### src/rtl/sfr_pkg.sv
// ============================================================================
// Module      : sfr_pkg
// Description : Shared address map, flag indices and interrupt helpers for
//               the special function register file.
// Revision    : 1.0 - initial release
// ============================================================================
`timescale 1ns/1ps
`default_nettype none

package sfr_pkg;

    localparam int SFR_ADDR_SREG = 0;
    localparam int SFR_ADDR_IER  = 1;
    localparam int SFR_ADDR_IFR  = 2;

    localparam int FLAG_Z    = 0;
    localparam int FLAG_C    = 1;
    localparam int FLAG_N    = 2;
    localparam int FLAG_V    = 3;
    localparam int NUM_FLAGS = 4;

    localparam int NUM_IRQ  = 4;
    localparam int IRQ_ID_W = 2;

    typedef logic [NUM_IRQ-1:0]  irq_vec_t;
    typedef logic [IRQ_ID_W-1:0] irq_id_t;

    // Lowest set index wins; an empty vector encodes to 0.
    function automatic irq_id_t irq_prio_enc(input irq_vec_t v);
        irq_id_t id;
        id = '0;
        for (int i = NUM_IRQ - 1; i >= 0; i--) begin
            if (v[i]) begin
                id = irq_id_t'(i);
            end
        end
        return id;
    endfunction

    function automatic irq_vec_t irq_onehot(input irq_id_t id);
        irq_vec_t m;
        m     = '0;
        m[id] = 1'b1;
        return m;
    endfunction

endpackage

`default_nettype wire

### src/rtl/sfr_irq_ctrl.sv
// ============================================================================
// Module      : sfr_irq_ctrl
// Description : Interrupt enable/pending registers with W1C, acknowledge and
//               hardware-set merge, priority encoder and registered request.
// Revision    : 1.0 - initial release
// ============================================================================
`timescale 1ns/1ps
`default_nettype none

module sfr_irq_ctrl
    import sfr_pkg::*;
(
    input  logic     clk,
    input  logic     rst_n,
    input  logic     i_ier_we,
    input  logic     i_ifr_w1c_we,
    input  irq_vec_t i_wr_bits,
    input  irq_vec_t i_irq_in,
    input  logic     i_irq_ack,
    output irq_vec_t o_ier_q,
    output irq_vec_t o_ier_d,
    output irq_vec_t o_ifr_q,
    output irq_vec_t o_ifr_d,
    output logic     o_irq_req,
    output irq_id_t  o_irq_id
);

    irq_vec_t r_ier;
    irq_vec_t r_ifr;
    logic     r_irq_req;
    irq_id_t  r_irq_id;

    irq_vec_t w_w1c;
    irq_vec_t w_ack_mask;
    irq_vec_t w_ier_d;
    irq_vec_t w_ifr_d;
    irq_vec_t w_active;

    // Acknowledge only clears when a request was actually presented; the
    // hardware set is OR-ed last so a fresh event survives any clear.
    always_comb begin
        w_w1c      = i_ifr_w1c_we ? i_wr_bits : '0;
        w_ack_mask = (i_irq_ack && r_irq_req) ? irq_onehot(r_irq_id) : '0;
        w_ier_d    = i_ier_we ? i_wr_bits : r_ier;
        w_ifr_d    = (r_ifr & ~w_w1c & ~w_ack_mask) | i_irq_in;
        w_active   = w_ifr_d & w_ier_d;
    end

    always_ff @(posedge clk or negedge rst_n) begin
        if (!rst_n) begin
            r_ier     <= '0;
            r_ifr     <= '0;
            r_irq_req <= 1'b0;
            r_irq_id  <= '0;
        end else begin
            r_ier     <= w_ier_d;
            r_ifr     <= w_ifr_d;
            r_irq_req <= |w_active;
            r_irq_id  <= irq_prio_enc(w_active);
        end
    end

    assign o_ier_q   = r_ier;
    assign o_ier_d   = w_ier_d;
    assign o_ifr_q   = r_ifr;
    assign o_ifr_d   = w_ifr_d;
    assign o_irq_req = r_irq_req;
    assign o_irq_id  = r_irq_id;

endmodule

`default_nettype wire

### src/rtl/sfr_file.sv
// ============================================================================
// Module      : sfr_file
// Description : Memory-stage special function register file with two read
//               ports, SREG flag updates and a 4-line interrupt block.
//               Option SFR_BYPASS_EN: read ports return next-state values.
// Revision    : 1.0 - initial release
// ============================================================================
`timescale 1ns/1ps
`default_nettype none

module sfr_file
    import sfr_pkg::*;
#(
    parameter int DATA_W  = 8,
    parameter int NUM_SFR = 16,
    parameter int ADDR_W  = 4
) (
    input  logic              clock,
    input  logic              reset_n,
    input  logic              wr_en,
    input  logic [ADDR_W-1:0] wr_addr,
    input  logic [DATA_W-1:0] wr_data,
    input  logic [ADDR_W-1:0] rd_addr_a,
    output logic [DATA_W-1:0] rd_data_a,
    input  logic [ADDR_W-1:0] rd_addr_b,
    output logic [DATA_W-1:0] rd_data_b,
    input  logic              flag_we,
    input  logic [3:0]        flag_in,
    input  logic [3:0]        irq_in,
    input  logic              irq_ack,
    output logic              irq_req,
    output logic [1:0]        irq_id
);

    localparam int c_NUM_ADDR = 2 ** ADDR_W;

    logic [DATA_W-1:0] w_cur [c_NUM_ADDR];
    logic [DATA_W-1:0] w_nxt [c_NUM_ADDR];

    irq_vec_t w_ier_q;
    irq_vec_t w_ier_d;
    irq_vec_t w_ifr_q;
    irq_vec_t w_ifr_d;
    logic     w_ier_we;
    logic     w_ifr_we;

    assign w_ier_we = wr_en && (wr_addr == ADDR_W'(SFR_ADDR_IER));
    assign w_ifr_we = wr_en && (wr_addr == ADDR_W'(SFR_ADDR_IFR));

    sfr_irq_ctrl u_irq_ctrl (
        .clk          (clock),
        .rst_n        (reset_n),
        .i_ier_we     (w_ier_we),
        .i_ifr_w1c_we (w_ifr_we),
        .i_wr_bits    (wr_data[NUM_IRQ-1:0]),
        .i_irq_in     (irq_in),
        .i_irq_ack    (irq_ack),
        .o_ier_q      (w_ier_q),
        .o_ier_d      (w_ier_d),
        .o_ifr_q      (w_ifr_q),
        .o_ifr_d      (w_ifr_d),
        .o_irq_req    (irq_req),
        .o_irq_id     (irq_id)
    );

    // Every address gets a current and next view; unmapped slots read 0 so
    // the read muxes stay full-width with no range check.
    generate
        for (genvar i = 0; i < c_NUM_ADDR; i++) begin : g_sfr
            if (i >= NUM_SFR) begin : g_absent
                assign w_cur[i] = '0;
                assign w_nxt[i] = '0;
            end else if (i == SFR_ADDR_IER) begin : g_ier
                assign w_cur[i] = {{(DATA_W-NUM_IRQ){1'b0}}, w_ier_q};
                assign w_nxt[i] = {{(DATA_W-NUM_IRQ){1'b0}}, w_ier_d};
            end else if (i == SFR_ADDR_IFR) begin : g_ifr
                assign w_cur[i] = {{(DATA_W-NUM_IRQ){1'b0}}, w_ifr_q};
                assign w_nxt[i] = {{(DATA_W-NUM_IRQ){1'b0}}, w_ifr_d};
            end else begin : g_reg
                logic              w_we;
                logic [DATA_W-1:0] r_q;

                assign w_we = wr_en && (wr_addr == ADDR_W'(i));

                if (i == SFR_ADDR_SREG) begin : g_sreg
                    // Explicit write overrides the ALU flag update on all bits.
                    assign w_nxt[i] = w_we    ? wr_data :
                                      flag_we ? {r_q[DATA_W-1:NUM_FLAGS], flag_in} :
                                                r_q;
                end else begin : g_plain
                    assign w_nxt[i] = w_we ? wr_data : r_q;
                end

                always_ff @(posedge clock or negedge reset_n) begin
                    if (!reset_n) begin
                        r_q <= '0;
                    end else begin
                        r_q <= w_nxt[i];
                    end
                end

                assign w_cur[i] = r_q;
            end
        end
    endgenerate

`ifdef SFR_BYPASS_EN
    assign rd_data_a = w_nxt[rd_addr_a];
    assign rd_data_b = w_nxt[rd_addr_b];
`else
    // Stored values only: decode must stall one cycle on SFR read-after-write.
    assign rd_data_a = w_cur[rd_addr_a];
    assign rd_data_b = w_cur[rd_addr_b];
`endif

endmodule

`default_nettype wire

### config.mk
export PLATFORM = sky130hd
export DESIGN_NAME = sfr_file
export DESIGN_NICKNAME = d
export VERILOG_FILES = /design/src/rtl/sfr_pkg.sv /design/src/rtl/sfr_irq_ctrl.sv /design/src/rtl/sfr_file.sv
export SDC_FILE = /design/constraint.sdc
export NUM_CORES = 1
export LEC_CHECK = 0
export CAP_MARGIN = 30
export CORE_MARGIN = 4
export CORE_UTILIZATION = 45
export CTS_BUF_LIST = sky130_fd_sc_hd__clkbuf_16
export DETAILED_ROUTE_END_ITERATION = 16
export DONT_BUFFER_PORTS = 1
export PLACE_DENSITY = 0.72
export SETUP_SLACK_MARGIN = 0.3
export SLEW_MARGIN = 20
export SYNTH_ARGS = -nofsm -noshare
export SYNTH_HDL_FRONTEND = slang
export SYNTH_HIERARCHICAL = 1
export SYNTH_SLANG_ARGS = --single-unit
### constraint.sdc
create_clock -name clock -period 5.3 [get_ports clock]
set_input_delay 1.325 -clock clock [delete_from_list [all_inputs] [get_ports clock]]
set_output_delay 1.325 -clock clock [all_outputs]
set_load 0.02 [all_outputs]
**Wiring by layer**

(2 px per um)
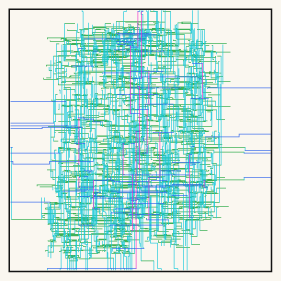
- M2: cyan (wire length 8,820 um)
- M1: green (wire length 6,920 um)
- M4: magenta (wire length 415 um)
- M3: blue (wire length 1,110 um)
routed len/inst: 25.7 um
vias: 4,346
GRT Util Overall: 0.215
drt total wl: 17,300 um

**Clock routing**

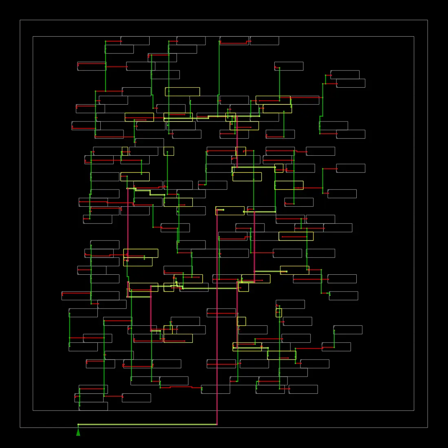
total CTS buffers: 17
clk sinks: 123

==> impl_metrics.py <==
# Auto-generated metrics
metrics = {
    "status": {
        "status": "completed",
    },
    "sta": {
        "finalHoldViolCount": 0,
        "max_freq_mhz": 262,
        "setup_violations": 0,
        "timing.hold.ws_ps": 527,
        "finalSetupTns_ps": 0,
        "rsz0062_at_grt": "no",
        "fin_skew_ps": 3.71,
        "slew-limit-headroom": 0.331,
        "fin_ws_ps": 1480,
        "post-route-period-util": 0.720,
    },
    "drt": {
        "ant_nets": 0,
        "via_per_inst": 6.47,
        "drt_first_pass_iters": 5,
        "wl_met3_um": 1110,
        "drc": 0,
        "wl_met2_um": 8820,
        "highest_layer": "met4",
        "met1_length_um": 6920,
        "detail_route.iter0.violations": 430,
    },
    "yosys": {
        "yosys_warnings": 6,
        "mux_share": 0.389,
        "simple_gate_area_frac": 0.0685,
        "synth_top_cell_by_count": "dfrtp_1",
        "synth.distinct_cells": 46,
        "ys_cells": 488,
        "seq_area_frac_synth": 0.457,
        "async_flop_share": 1.00,
        "yosys.area.top_type": "dfrtp_1",
        "syn-mean-instance-area_um2": 13.8,
        "syn_inst": 488,
        "topCellsByArea": "dfrtp_1, mux2_2, mux4_2, mux2i_1, a22oi_1",
        "synth-adder-area-share": 0,
        "ys_ff": 123,
        "top_area_frac": 0.457,
        "flop_cell": "dfrtp_1",
        "fp_nets": 521,
        "yosysChipArea_um2": 6740,
    },
    "global_route": {
        "grt_max_degree": 124,
        "use_met1": 0.273,
        "antenna_found_initial": 0,
        "gr-total-overflow": 0,
        "use_met2": 0.360,
        "top_usage_layer": "met2",
        "grt_pass1_wl_um": 27300,
    },
    "cells_and_area": {
        "largest_register_ffs": 112,
        "num_antenna_cells": 0,
        "non_clock_inverter_count": 7,
        "nFillCells": 1152,
        "layout_top_cell": "dfrtp_1",
        "fin_nets": 509,
        "nMultiInputCombCells": 322,
        "sh_comb_area": 0.464,
        "final_cell_mix": "dfrtp_1, mux2_2, mux4_2, mux2i_1, nand2_1",
        "area_growth_pct": 10.7,
        "buffers": 5,
        "seq_share": 0.413,
        "buf_share": 0.00604,
        "post_route_cells_drive_above_1_share": 0.416,
        "flop_area_um2": 3080,
        "top_register": "g_sfr.g_reg.r_q",
        "largestClassByArea": "logic gates",
        "design_area_um2": 7460,
        "instances_no_fill": 672,
    },
    "clocking": {
        "hold_buffers": 0,
        "path_clk_slew_ps": 60,
        "clockBufferDepth": 2,
        "clock.latency.late_pin_ps": 420,
        "cts_tree": "done",
        "h-tree-depth": 4,
        "postCtsResizedCells": 0,
    },
    "power_and_ir_drop": {
        "pg_seq_mw": 1.35,
        "clockPowerShare": 0.386,
        "power_clock_mw": 1.22,
        "net-switching-power_mw": 0.842,
        "p_sw_frac": 0.266,
        "peakVddDrop_mv": 0.234,
        "power-top-group": "sequential cells",
        "power_leakage_nw": 3.02,
    },
    "setup_path": {
        "arrival_ps": 2490,
        "path_cells": "and2_1 > a221oi_1 > o31ai_1",
        "endpoint_kind": "output pin",
        "rrSetupSlack_ps": 3700,
        "path_class": "input port to output pin",
        "reg2regPathDepth": 4,
        "crit_path_start": "rd_addr_b[0]",
        "slowest_delay_ps": 700,
        "critPathTopFamily": "AND-OR/OR-AND gates",
        "r2r-start": "u_irq_ctrl/o_irq_id[0]$_DFF_PN0_",
        "crit_required_ps": 3970,
        "path_buffers": 0,
        "worst-path-stages": 3,
        "cp_slowest_cell": "o31ai_1",
        "r2r_end": "u_irq_ctrl/o_irq_req$_DFF_PN0_",
    },
    "placement": {
        "pre_cts_ws_ps": 1510,
        "io_buffer_count": 0,
        "routabilityCongestion": 0.931,
        "dpl.hpwl_um": 11600,
        "dp_cells": 640,
        "dpl-instance-area_um2": 6830,
    },
    "floorplan": {
        "ios": 52,
        "fp-utilization": 0.462,
        "die_x_um": 130,
        "core_area_um2": 14600,
    },
    "min_path": {
        "hold_depth": 1,
        "min_to": "g_sfr[7].g_reg.r_q[4]$_DFFE_PN0P_",
        "hold_start": "g_sfr[7].g_reg.r_q[4]$_DFFE_PN0P_",
    },
    "flow_run": {
        "maxCapViolations": 0,
    },
}
No activity file was given, so power comes from the tool's default toggle rates.
